==> config.mk <==
export PLATFORM = sky130hd
export DESIGN_NAME = bus_dev_port
export DESIGN_NICKNAME = d
export VERILOG_FILES = /design/src/rtl/bus_port_pkg.sv /design/src/rtl/bus_port_fifo.sv /design/src/rtl/bus_dev_port.sv
export SDC_FILE = /design/constraint.sdc
export NUM_CORES = 1
export LEC_CHECK = 0
export CAP_MARGIN = 20
export CORE_MARGIN = 10
export CORE_UTILIZATION = 58
export DETAILED_ROUTE_END_ITERATION = 6
export PLACE_DENSITY = 0.78
export SLEW_MARGIN = 25
export SYNTH_ARGS = -nofsm -noshare
export SYNTH_HDL_FRONTEND = slang
export SYNTH_HIERARCHICAL = 1
export SYNTH_SLANG_ARGS = --single-unit
==> constraint.sdc <==
create_clock -name clk -period 2.5 [get_ports clk]
set_input_delay 0.375 -clock clk [delete_from_list [all_inputs] [get_ports clk]]
set_output_delay 0.375 -clock clk [all_outputs]
set_load 0.03 [all_outputs]
==> src/rtl/bus_port_pkg.sv <==
// Shared constants and helpers for the bus device port.
package bus_port_pkg;

  localparam int ID_W = 8;
  localparam logic [ID_W-1:0] BCAST_ID = 8'hFF;
  localparam int PKT_MAX_W = 64;

  // Destination ID is the top byte of the packet; msb is pckg_sz-1.
  function automatic logic [ID_W-1:0] get_dst(input logic [PKT_MAX_W-1:0] pkt,
                                               input int unsigned msb);
    logic [PKT_MAX_W-1:0] shifted;
    shifted = pkt >> (msb - (ID_W - 1));
    return shifted[ID_W-1:0];
  endfunction

endpackage

==> src/rtl/bus_port_fifo.sv <==
// First-word fall-through synchronous FIFO with wrap-bit pointers.
// A write while full succeeds only when a read frees the slot on the same edge.
module bus_port_fifo #(
  parameter int width = 16,
  parameter int depth = 8
) (
  input  logic                     clk,
  input  logic                     reset,
  input  logic                     wr,
  input  logic [width-1:0]         wr_data,
  input  logic                     rd,
  output logic [width-1:0]         rd_data,
  output logic                     full,
  output logic                     empty,
  output logic [$clog2(depth):0]   count
);

  localparam int AW = $clog2(depth);

  logic [width-1:0] mem_q [depth];
  logic [AW:0]      wr_ptr_q, wr_ptr_d;
  logic [AW:0]      rd_ptr_q, rd_ptr_d;
  logic             do_wr, do_rd;

  always_comb begin
    empty    = (wr_ptr_q == rd_ptr_q);
    full     = (wr_ptr_q[AW-1:0] == rd_ptr_q[AW-1:0]) && (wr_ptr_q[AW] != rd_ptr_q[AW]);
    count    = wr_ptr_q - rd_ptr_q;
    do_rd    = rd && !empty;
    do_wr    = wr && (!full || do_rd);
    wr_ptr_d = wr_ptr_q;
    rd_ptr_d = rd_ptr_q;
    if (do_wr) wr_ptr_d = wr_ptr_q + 1'b1;
    if (do_rd) rd_ptr_d = rd_ptr_q + 1'b1;
    rd_data  = empty ? '0 : mem_q[rd_ptr_q[AW-1:0]];
  end

  always_ff @(posedge clk or posedge reset) begin
    if (reset) begin
      wr_ptr_q <= '0;
      rd_ptr_q <= '0;
    end else begin
      wr_ptr_q <= wr_ptr_d;
      rd_ptr_q <= rd_ptr_d;
    end
  end

  // Storage needs no reset: empty pointers mask stale contents.
  always_ff @(posedge clk) begin
    if (do_wr) mem_q[wr_ptr_q[AW-1:0]] <= wr_data;
  end

endmodule

==> src/rtl/bus_dev_port.sv <==
// Device-side port for one driver slot: TX FIFO toward the bus, filtered RX FIFO from it.
// Define BUS_DEV_PORT_ADDR_FILTER_EN to accept only dev_id/broadcast; otherwise every push is taken.
module bus_dev_port
  import bus_port_pkg::*;
#(
  parameter int               pckg_sz   = 16,
  parameter int               depth     = 8,
  parameter logic [ID_W-1:0]  dev_id    = 8'd0,
  parameter logic [ID_W-1:0]  broadcast = BCAST_ID
) (
  input  logic                     clk,
  input  logic                     reset,
  input  logic                     dev_tx_vld,
  output logic                     dev_tx_rdy,
  input  logic [pckg_sz-1:0]       dev_tx_data,
  output logic                     pndng,
  output logic [pckg_sz-1:0]       D_pop,
  input  logic                     pop,
  input  logic                     push,
  input  logic [pckg_sz-1:0]       D_push,
  output logic                     dev_rx_vld,
  output logic [pckg_sz-1:0]       dev_rx_data,
  input  logic                     dev_rx_rdy,
  output logic [$clog2(depth):0]   tx_count,
  output logic [7:0]               rx_drop_cnt,
  output logic                     pop_err
);

  logic [1:0]             rst_sync_q, rst_sync_d;
  logic                   rst_int;
  logic                   tx_full, tx_empty, tx_wr;
  logic                   rx_full, rx_empty, rx_wr, drop;
  logic                   match;
  logic [ID_W-1:0]        dst;
  logic [PKT_MAX_W-1:0]   push_ext;
  logic [$clog2(depth):0] rx_count_unused;
  logic [7:0]             drop_cnt_q, drop_cnt_d;
  logic                   pop_err_q, pop_err_d;

  // Reset asserts immediately and releases two clean edges later.
  always_comb rst_sync_d = {rst_sync_q[0], 1'b0};

  always_ff @(posedge clk or posedge reset) begin
    if (reset) rst_sync_q <= 2'b11;
    else       rst_sync_q <= rst_sync_d;
  end

  assign rst_int  = rst_sync_q[1];
  assign push_ext = {{(PKT_MAX_W-pckg_sz){1'b0}}, D_push};
  assign dst      = get_dst(push_ext, pckg_sz - 1);

`ifdef BUS_DEV_PORT_ADDR_FILTER_EN
  assign match = (dst == dev_id) || (dst == broadcast);
`else
  logic unused_filter;
  assign unused_filter = (dst == dev_id) || (dst == broadcast);
  assign match = 1'b1;
`endif

  always_comb begin
    dev_tx_rdy = !tx_full;
    pndng      = !tx_empty;
    dev_rx_vld = !rx_empty;
    tx_wr      = dev_tx_vld && dev_tx_rdy;
    rx_wr      = push && match;
    // A full RX FIFO still accepts if the device drains the head on this edge.
    drop       = push && match && rx_full && !dev_rx_rdy;
    drop_cnt_d = drop_cnt_q;
    if (drop && (drop_cnt_q != 8'hFF)) drop_cnt_d = drop_cnt_q + 8'd1;
    pop_err_d  = pop_err_q || (pop && tx_empty);
  end

  always_ff @(posedge clk or posedge rst_int) begin
    if (rst_int) begin
      drop_cnt_q <= '0;
      pop_err_q  <= 1'b0;
    end else begin
      drop_cnt_q <= drop_cnt_d;
      pop_err_q  <= pop_err_d;
    end
  end

  assign rx_drop_cnt = drop_cnt_q;
  assign pop_err     = pop_err_q;

  bus_port_fifo #(.width(pckg_sz), .depth(depth)) u_tx_fifo (
    .clk     (clk),
    .reset   (rst_int),
    .wr      (tx_wr),
    .wr_data (dev_tx_data),
    .rd      (pop),
    .rd_data (D_pop),
    .full    (tx_full),
    .empty   (tx_empty),
    .count   (tx_count)
  );

  bus_port_fifo #(.width(pckg_sz), .depth(depth)) u_rx_fifo (
    .clk     (clk),
    .reset   (rst_int),
    .wr      (rx_wr),
    .wr_data (D_push),
    .rd      (dev_rx_rdy),
    .rd_data (dev_rx_data),
    .full    (rx_full),
    .empty   (rx_empty),
    .count   (rx_count_unused)
  );

endmodule

Fig. 1: congestion heat map
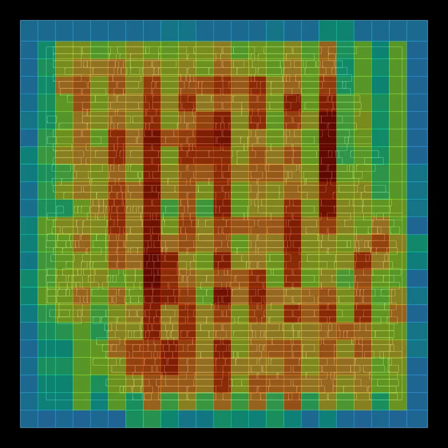
Util after Layout: 77.49%
met1 track utilization from global routing: 27.70%
post-DR wirelength/cell: 26.67 um
All-Layer GR Usage: 21.37%

Fig. 2: metal 1
Scale bar: 50 um. Supply wires on this layer in grey.
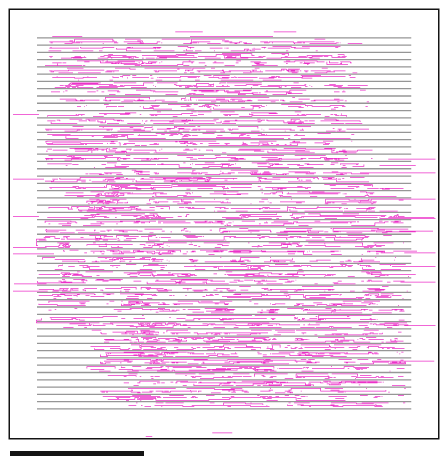
The layer holds 38% of the routed length. The longest straight run is 38.2 um. The layer carries 10,800 um of wire. 772 nets have wire on it. The wires run mostly horizontal.
Post-Route WL: 28.17 mm
via count of the routed design: 6,284

Fig. 3: zoomed window
Scale bar: 10 um. Window x 100 to 140, y 20 to 60 um. Cells in grey, sequential cells in the stronger grey; small squares are vias.
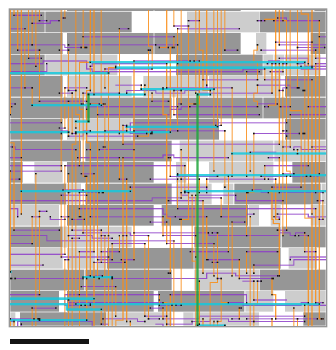
M2: marked orange. M3: marked cyan. M4: marked green. M1: marked purple.
Sequential cells in the window: 33. Most frequent: edfxtp_1 (33), mux4_2 (9). 66 logic cells have their middle in the window. Netlist names of flops here include u_tx_fifo/mem_q (33).

Fig. 4: metal 3
Scale bar: 50 um.
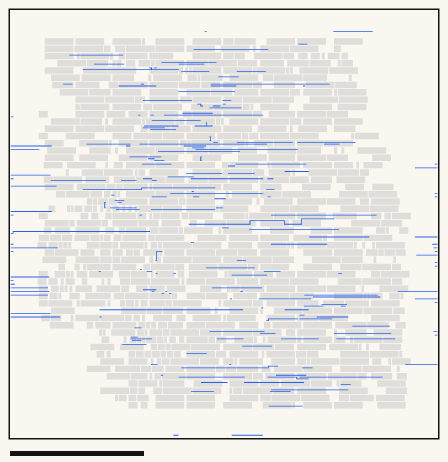
The layer carries 2,040 um of wire. The longest straight run is 53.4 um. The wires run mostly horizontal. The layer holds 7.2% of the routed length. 128 nets have wire on it.
met3 Resource Use GR: 3.445%

==> results_tabular.tex <==
% Generated from flow reports
\begin{tabular}{lr}
\hline
Metric & Value \\
\hline
\multicolumn{2}{l}{\textbf{Finish}} \\
Fill cells & about 1k \\
Buffering overhead & between 10\% and 20\% \\
Area used by multi-input combinational logic & between 3000 and 4000 um2 \\
Sequential cell area share & 55.68\% \\
Number of antenna cells inserted & 2 \\
Register Area & about 8400 um2 \\
Share of the final layout cell area in multi-input gates & 21.02\% \\
Share of post-route cells with drive strength above 1 & approximately two fifths \\
Leading cell category by total area & registers \\
Fraction of area in clock buffers and inverters & under 10\% \\
\multicolumn{2}{l}{\textbf{Power}} \\
Power density over the cells & 1464 nW/um2 \\
Design internal power & approximately 14 mW \\
Power dissipated by switching net loads & just over 8 mW \\
Biggest power consumer among the groups & combinational cells \\
P\_leak & about 5.3 nW \\
Power drawn by the sequential cells & approximately 6.4 mW \\
Combinational power & between 10 and 15 mW \\
Clock Power Share & around a fifth \\
\multicolumn{2}{l}{\textbf{Global routing}} \\
Largest net degree at the start of global routing & 34 \\
Global route total overflow & 0 \\
Wire length of the first global-routing pass & 42.28 mm \\
Number of antenna violations at the first check in global routing & 3 \\
Most heavily used metal layer in global routing & met2 \\
M2 GR Usage & a little over a third \\
\multicolumn{2}{l}{\textbf{Final timing}} \\
Number of pins with negative max-slew slack in the final report & 0 \\
Transition time at the pin with the least slew margin & a little over 0.7 ns \\
RSZ-0062 raised after global routing & true \\
Final setup fails & 21 \\
Post-Route Setup TNS & -0.5264 ns \\
Smallest setup slack after layout & -0.04966 ns \\
\multicolumn{2}{l}{\textbf{CTS}} \\
Buffers inserted during post-CTS setup optimization & 9 \\
\# hold bufs at CTS & 0 \\
Number of resized instances in the post-cts repair step & $\sim$170 \\
Inserted Clock Buffers & 28 \\
Clock insertion delay at the later pin of the skew report & about 0.53 ns \\
\multicolumn{2}{l}{\textbf{Routing}} \\
Highest routed layer & met4 \\
Via-to-Cell Ratio & $\sim$6.0 \\
DRT met1 WL & roughly 11 mm \\
Residual antenna-violating net count after detailed routing & 0 \\
Sum of met2 wire segment lengths after detailed routing & 14.50 mm \\
Drt initial violations & 570 \\
\multicolumn{2}{l}{\textbf{Floorplanning}} \\
\# IOs & approximately 86 \\
Horiz. Die Dim & 160.0 um \\
Tapcells & 265 \\
\multicolumn{2}{l}{\textbf{Critical path}} \\
Data required, critical path & roughly 2.1 ns \\
Capturing point of the worst reg2reg path & u\_tx\_fifo/mem\_q[7][7] \\
Reg-to-reg startpoint & u\_tx\_fifo/rd\_ptr\_q[0] \\
Crit Path Max Fanout & 6 \\
Cell depth of the worst flop-to-flop path & 8 \\
Critical Path Most Common Cell & sky130\_fd\_sc\_hd\_\_buf\_12 \\
Max incr delay on CP & about 0.45 ns \\
WS Path Type & flip-flop to output pin \\
Startpoint Class & flip-flop \\
Crit path buffers/inverters & 3 \\
\multicolumn{2}{l}{\textbf{Run status}} \\
Outcome & complete, but fails checks \\
Violations in the final reports & negative setup slack \\
\multicolumn{2}{l}{\textbf{Job}} \\
Total of max-cap violations & 0 \\
Tool warnings & 32 \\
\multicolumn{2}{l}{\textbf{Synth}} \\
Cell count after synthesis & approximately 600 \\
Synthesis warning total & 6 \\
\multicolumn{2}{l}{\textbf{Place}} \\
Area after DPL & approximately 13,000 um2 \\
\hline
\end{tabular}
Power and IR drop assume default switching activity.
